[config.mk]
export PLATFORM = sky130hd
export DESIGN_NAME = mem_access_unit
export DESIGN_NICKNAME = d
export VERILOG_FILES = /design/src/rtl/mem_access_unit.sv
export SDC_FILE = /design/constraint.sdc
export NUM_CORES = 1
export LEC_CHECK = 0
export CAP_MARGIN = 20
export CORE_UTILIZATION = 45
export DETAILED_ROUTE_END_ITERATION = 12
export PLACE_DENSITY_LB_ADDON = 0.25
export SLEW_MARGIN = 10
export SYNTH_ARGS = -nofsm -noshare
export SYNTH_HDL_FRONTEND = slang
export SYNTH_SLANG_ARGS = --single-unit
[constraint.sdc]
create_clock -name clk -period 3.9 [get_ports clk]
set_clock_uncertainty 0.2 [all_clocks]
set_input_delay 0.39 -clock clk [delete_from_list [all_inputs] [get_ports clk]]
set_output_delay 0.39 -clock clk [all_outputs]
set_load 0.05 [all_outputs]
[src/rtl/mem_access_unit.sv]
// mem_access_unit: sub-word load/store front end for a 32-bit word-wide memory.
//
// A single request is accepted in IDLE. Loads read one word and extract the
// addressed lane with sign or zero extension. Word stores write directly.
// Byte and half stores do a read-modify-write through a merge register. The
// response is held until the consumer accepts it.
//
// Optional feature macro: MISALIGN_TRAP_EN
//   defined   : a misaligned half/word access returns AddrErr=1 with no memory
//               strobe.
//   undefined : the offending low address bits are cleared, the access goes
//               ahead, and AddrErr is tied to 0.
//
// Ports:
//   clk, rst_n        clock (rising edge), asynchronous active-low reset
//   ReqValid/ReqReady request handshake
//   ReqWe, ReqSize,   request fields. ReqSize: 00 byte, 01 half, 1x word
//   ReqUnsigned,
//   ReqAddr, ReqData
//   RspValid/RspReady response handshake
//   RspData, AddrErr  load result (0 for stores and errors), misalignment flag
//   MemLoad, MemStore word memory read/write strobes (never both high)
//   MemAddress        word index, taken from the latched byte address
//   MemDataIn         write data, valid while MemStore is high
//   MemDataOut        combinational read data from the memory
module mem_access_unit #(
  parameter int unsigned ADDR_W = 12
) (
  input  logic              clk,
  input  logic              rst_n,
  input  logic              ReqValid,
  output logic              ReqReady,
  input  logic              ReqWe,
  input  logic [1:0]        ReqSize,
  input  logic              ReqUnsigned,
  input  logic [ADDR_W-1:0] ReqAddr,
  input  logic [31:0]       ReqData,
  output logic              RspValid,
  input  logic              RspReady,
  output logic [31:0]       RspData,
  output logic              AddrErr,
  output logic              MemLoad,
  output logic              MemStore,
  output logic [ADDR_W-3:0] MemAddress,
  output logic [31:0]       MemDataIn,
  input  logic [31:0]       MemDataOut
);

  typedef enum logic [2:0] {StIdle, StLoad, StRmwRd, StWrite, StResp} state_e;

  state_e             state_q, state_d;
  logic               we_q, we_d;
  logic [1:0]         size_q, size_d;
  logic               uns_q, uns_d;
  logic [ADDR_W-1:0]  addr_q, addr_d;
  logic [31:0]        wdata_q, wdata_d;
  logic [31:0]        merge_q, merge_d;
  logic [31:0]        rsp_data_q, rsp_data_d;

  logic [ADDR_W-1:0]  req_addr_eff;
  logic               req_misalign;
  logic [7:0]         lane_byte;
  logic [15:0]        lane_half;
  logic [31:0]        load_ext;
  logic [31:0]        store_word;

  // Low address bits that an access of this size may not use are cleared.
  // Aligned addresses pass through unchanged, so the same value serves both
  // configurations.
  always_comb begin
    req_addr_eff = ReqAddr;
    if (ReqSize[1]) begin
      req_addr_eff[1:0] = 2'b00;
    end else if (ReqSize == 2'b01) begin
      req_addr_eff[0] = 1'b0;
    end
  end

`ifdef MISALIGN_TRAP_EN
  logic addr_err_q, addr_err_d;

  assign req_misalign = ReqSize[1] ? (ReqAddr[1:0] != 2'b00)
                                   : ((ReqSize == 2'b01) && ReqAddr[0]);
  assign AddrErr = addr_err_q;
`else
  assign req_misalign = 1'b0;
  assign AddrErr      = 1'b0;
`endif

  // Lane extraction from the memory read data (little-endian lanes).
  always_comb begin
    case (addr_q[1:0])
      2'd0:    lane_byte = MemDataOut[7:0];
      2'd1:    lane_byte = MemDataOut[15:8];
      2'd2:    lane_byte = MemDataOut[23:16];
      default: lane_byte = MemDataOut[31:24];
    endcase
    lane_half = addr_q[1] ? MemDataOut[31:16] : MemDataOut[15:0];
    case (size_q)
      2'b00:   load_ext = uns_q ? {24'h0, lane_byte} : {{24{lane_byte[7]}}, lane_byte};
      2'b01:   load_ext = uns_q ? {16'h0, lane_half} : {{16{lane_half[15]}}, lane_half};
      default: load_ext = MemDataOut;
    endcase
  end

  // Store word: the merge register with only the addressed lane(s) replaced.
  always_comb begin
    store_word = merge_q;
    case (size_q)
      2'b00: begin
        case (addr_q[1:0])
          2'd0:    store_word[7:0]   = wdata_q[7:0];
          2'd1:    store_word[15:8]  = wdata_q[7:0];
          2'd2:    store_word[23:16] = wdata_q[7:0];
          default: store_word[31:24] = wdata_q[7:0];
        endcase
      end
      2'b01: begin
        if (addr_q[1]) begin
          store_word[31:16] = wdata_q[15:0];
        end else begin
          store_word[15:0] = wdata_q[15:0];
        end
      end
      default: store_word = wdata_q;
    endcase
  end

  // Next-state logic.
  always_comb begin
    state_d    = state_q;
    we_d       = we_q;
    size_d     = size_q;
    uns_d      = uns_q;
    addr_d     = addr_q;
    wdata_d    = wdata_q;
    merge_d    = merge_q;
    rsp_data_d = rsp_data_q;
`ifdef MISALIGN_TRAP_EN
    addr_err_d = addr_err_q;
`endif
    unique case (state_q)
      StIdle: begin
        if (ReqValid) begin
          we_d       = ReqWe;
          size_d     = ReqSize;
          uns_d      = ReqUnsigned;
          addr_d     = req_addr_eff;
          wdata_d    = ReqData;
          rsp_data_d = 32'h0;
          if (req_misalign) begin
`ifdef MISALIGN_TRAP_EN
            addr_err_d = 1'b1;
`endif
            state_d = StResp;
          end else if (!ReqWe) begin
            state_d = StLoad;
          end else if (ReqSize[1]) begin
            merge_d = 32'h0;
            state_d = StWrite;
          end else begin
            state_d = StRmwRd;
          end
        end
      end
      StLoad: begin
        rsp_data_d = load_ext;
        state_d    = StResp;
      end
      StRmwRd: begin
        merge_d = MemDataOut;
        state_d = StWrite;
      end
      StWrite: begin
        state_d = StResp;
      end
      StResp: begin
        if (RspReady) begin
          rsp_data_d = 32'h0;
`ifdef MISALIGN_TRAP_EN
          addr_err_d = 1'b0;
`endif
          state_d = StIdle;
        end
      end
      default: state_d = StIdle;
    endcase
  end

  always_ff @(posedge clk or negedge rst_n) begin
    if (!rst_n) begin
      state_q    <= StIdle;
      we_q       <= 1'b0;
      size_q     <= 2'b00;
      uns_q      <= 1'b0;
      addr_q     <= '0;
      wdata_q    <= 32'h0;
      merge_q    <= 32'h0;
      rsp_data_q <= 32'h0;
`ifdef MISALIGN_TRAP_EN
      addr_err_q <= 1'b0;
`endif
    end else begin
      state_q    <= state_d;
      we_q       <= we_d;
      size_q     <= size_d;
      uns_q      <= uns_d;
      addr_q     <= addr_d;
      wdata_q    <= wdata_d;
      merge_q    <= merge_d;
      rsp_data_q <= rsp_data_d;
`ifdef MISALIGN_TRAP_EN
      addr_err_q <= addr_err_d;
`endif
    end
  end

  // All memory-side outputs come from registered state only.
  assign ReqReady   = (state_q == StIdle);
  assign RspValid   = (state_q == StResp);
  assign RspData    = rsp_data_q;
  assign MemLoad    = (state_q == StLoad) || (state_q == StRmwRd);
  assign MemStore   = (state_q == StWrite);
  assign MemAddress = addr_q[ADDR_W-1:2];
  assign MemDataIn  = (state_q == StWrite) ? store_word : 32'h0;

  // we_q is kept for completeness of the latched request; the path is
  // already encoded in the state.
  logic unused_we;
  assign unused_we = we_q;

endmodule

Register map, names as in the netlist:
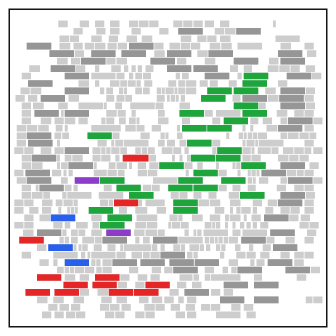
purple -> size_q  # placed flops 2
green -> merge_q  # placed flops 32
red -> addr_q  # placed flops 12
blue -> state_q  # placed flops 3
not colored = 65

The clock network:
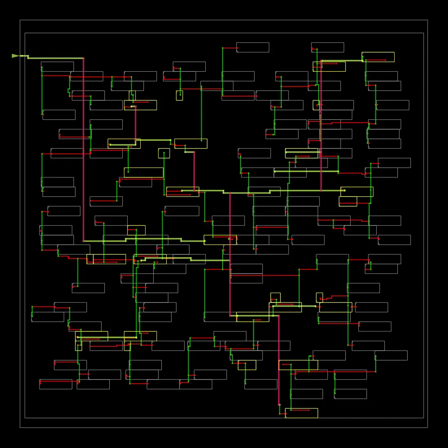
layout clock buffer count: 20
power in the clock group: 0.00151 W

Pin placement:
Pins as bars across the die edge, other pins in gray.
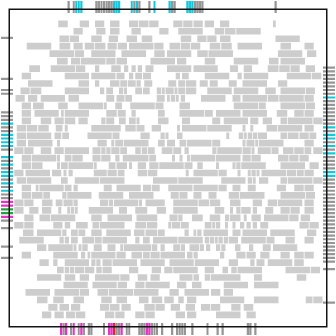
green -> ReqSize  # pins 2, direction input, edge west
cyan -> MemDataIn  # pins 32, direction output, edge 13 north, 11 west, 8 east
red -> MemLoad  # pins 1, direction output, edge south
magenta -> ReqAddr  # pins 12, direction input, edge 9 south, 3 west

Clock wires, drivers and flops:
Bar = 20 um.
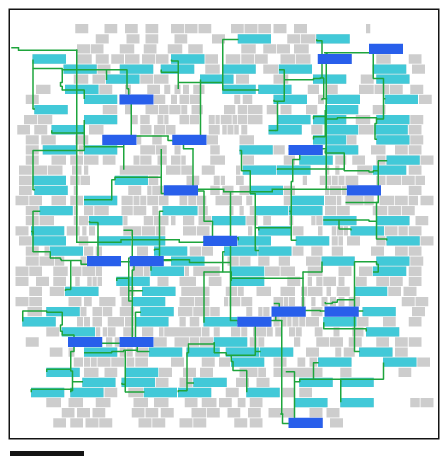
blue -> cells driving clock nets  # count 17
cyan -> flip-flops  # count 114
green -> clock wires  # length 1520 um
flops lie = widely spread

==> results_slide.txt <==
Synthesis and Place & Route Summary

Logic synthesis
  • Syn Area/Cell: 11.4 sq um
  • Post-synth mux share: 14.5%
  • Syn_nets: 589
  • Synthesized instance count: 505
  • Post-synth top cells: dfrtp_1 (114), mux2_2 (61), a22o_1 (47)
  • Flip-flops with a built-in enable: 0
  • Adder Area Share: 0%

Clock tree
  • Cts hold-fix bufs: 1
  • Sink Count: 114
  • Insertion delay at the late pin of the worst-skew pair: 0.42 ns
  • H-tree depth: 4

Detailed routing
  • Initial DRC Count: 472
  • Detail Route Antenna Nets: 0
  • DRC viols: 0
  • Met3 routed WL: 1600 um
  • Drt via density: 5.93

Critical path
  • Crit path capture type: primary output
  • Worst path max stage delay: 0.89 ns

Min path
  • Worst hold path depth: 1

Finish
  • Post-layout util: 65.1%
  • Inverters, non-clock: 6
  • Synth-to-layout area growth: 38.5%
  • Final Cell Area: 7980 sq um
  • Filler Cells Inserted: 964

Final timing
  • Min Tclk post-route: 3.72 ns
  • Worst-Margin Slew: 1.04 ns
  • Fmax: 269 MHz

Placed design
  • DP Area: 7380 sq um
  • Post-DP HPWL: 12400 um
  • Worst slack at placement: 0.595 ns

Run
  • OpenROAD warnings: 26

Die
  • Die area: 13300 sq um
  • Die Span Y: 115 um

Pwr
  • Worst VDD drop: 448 uV

Global route
  • Met3 usage in global routing: 8.17%

Outcome
  • Status: completed
Power and IR drop assume default switching activity.
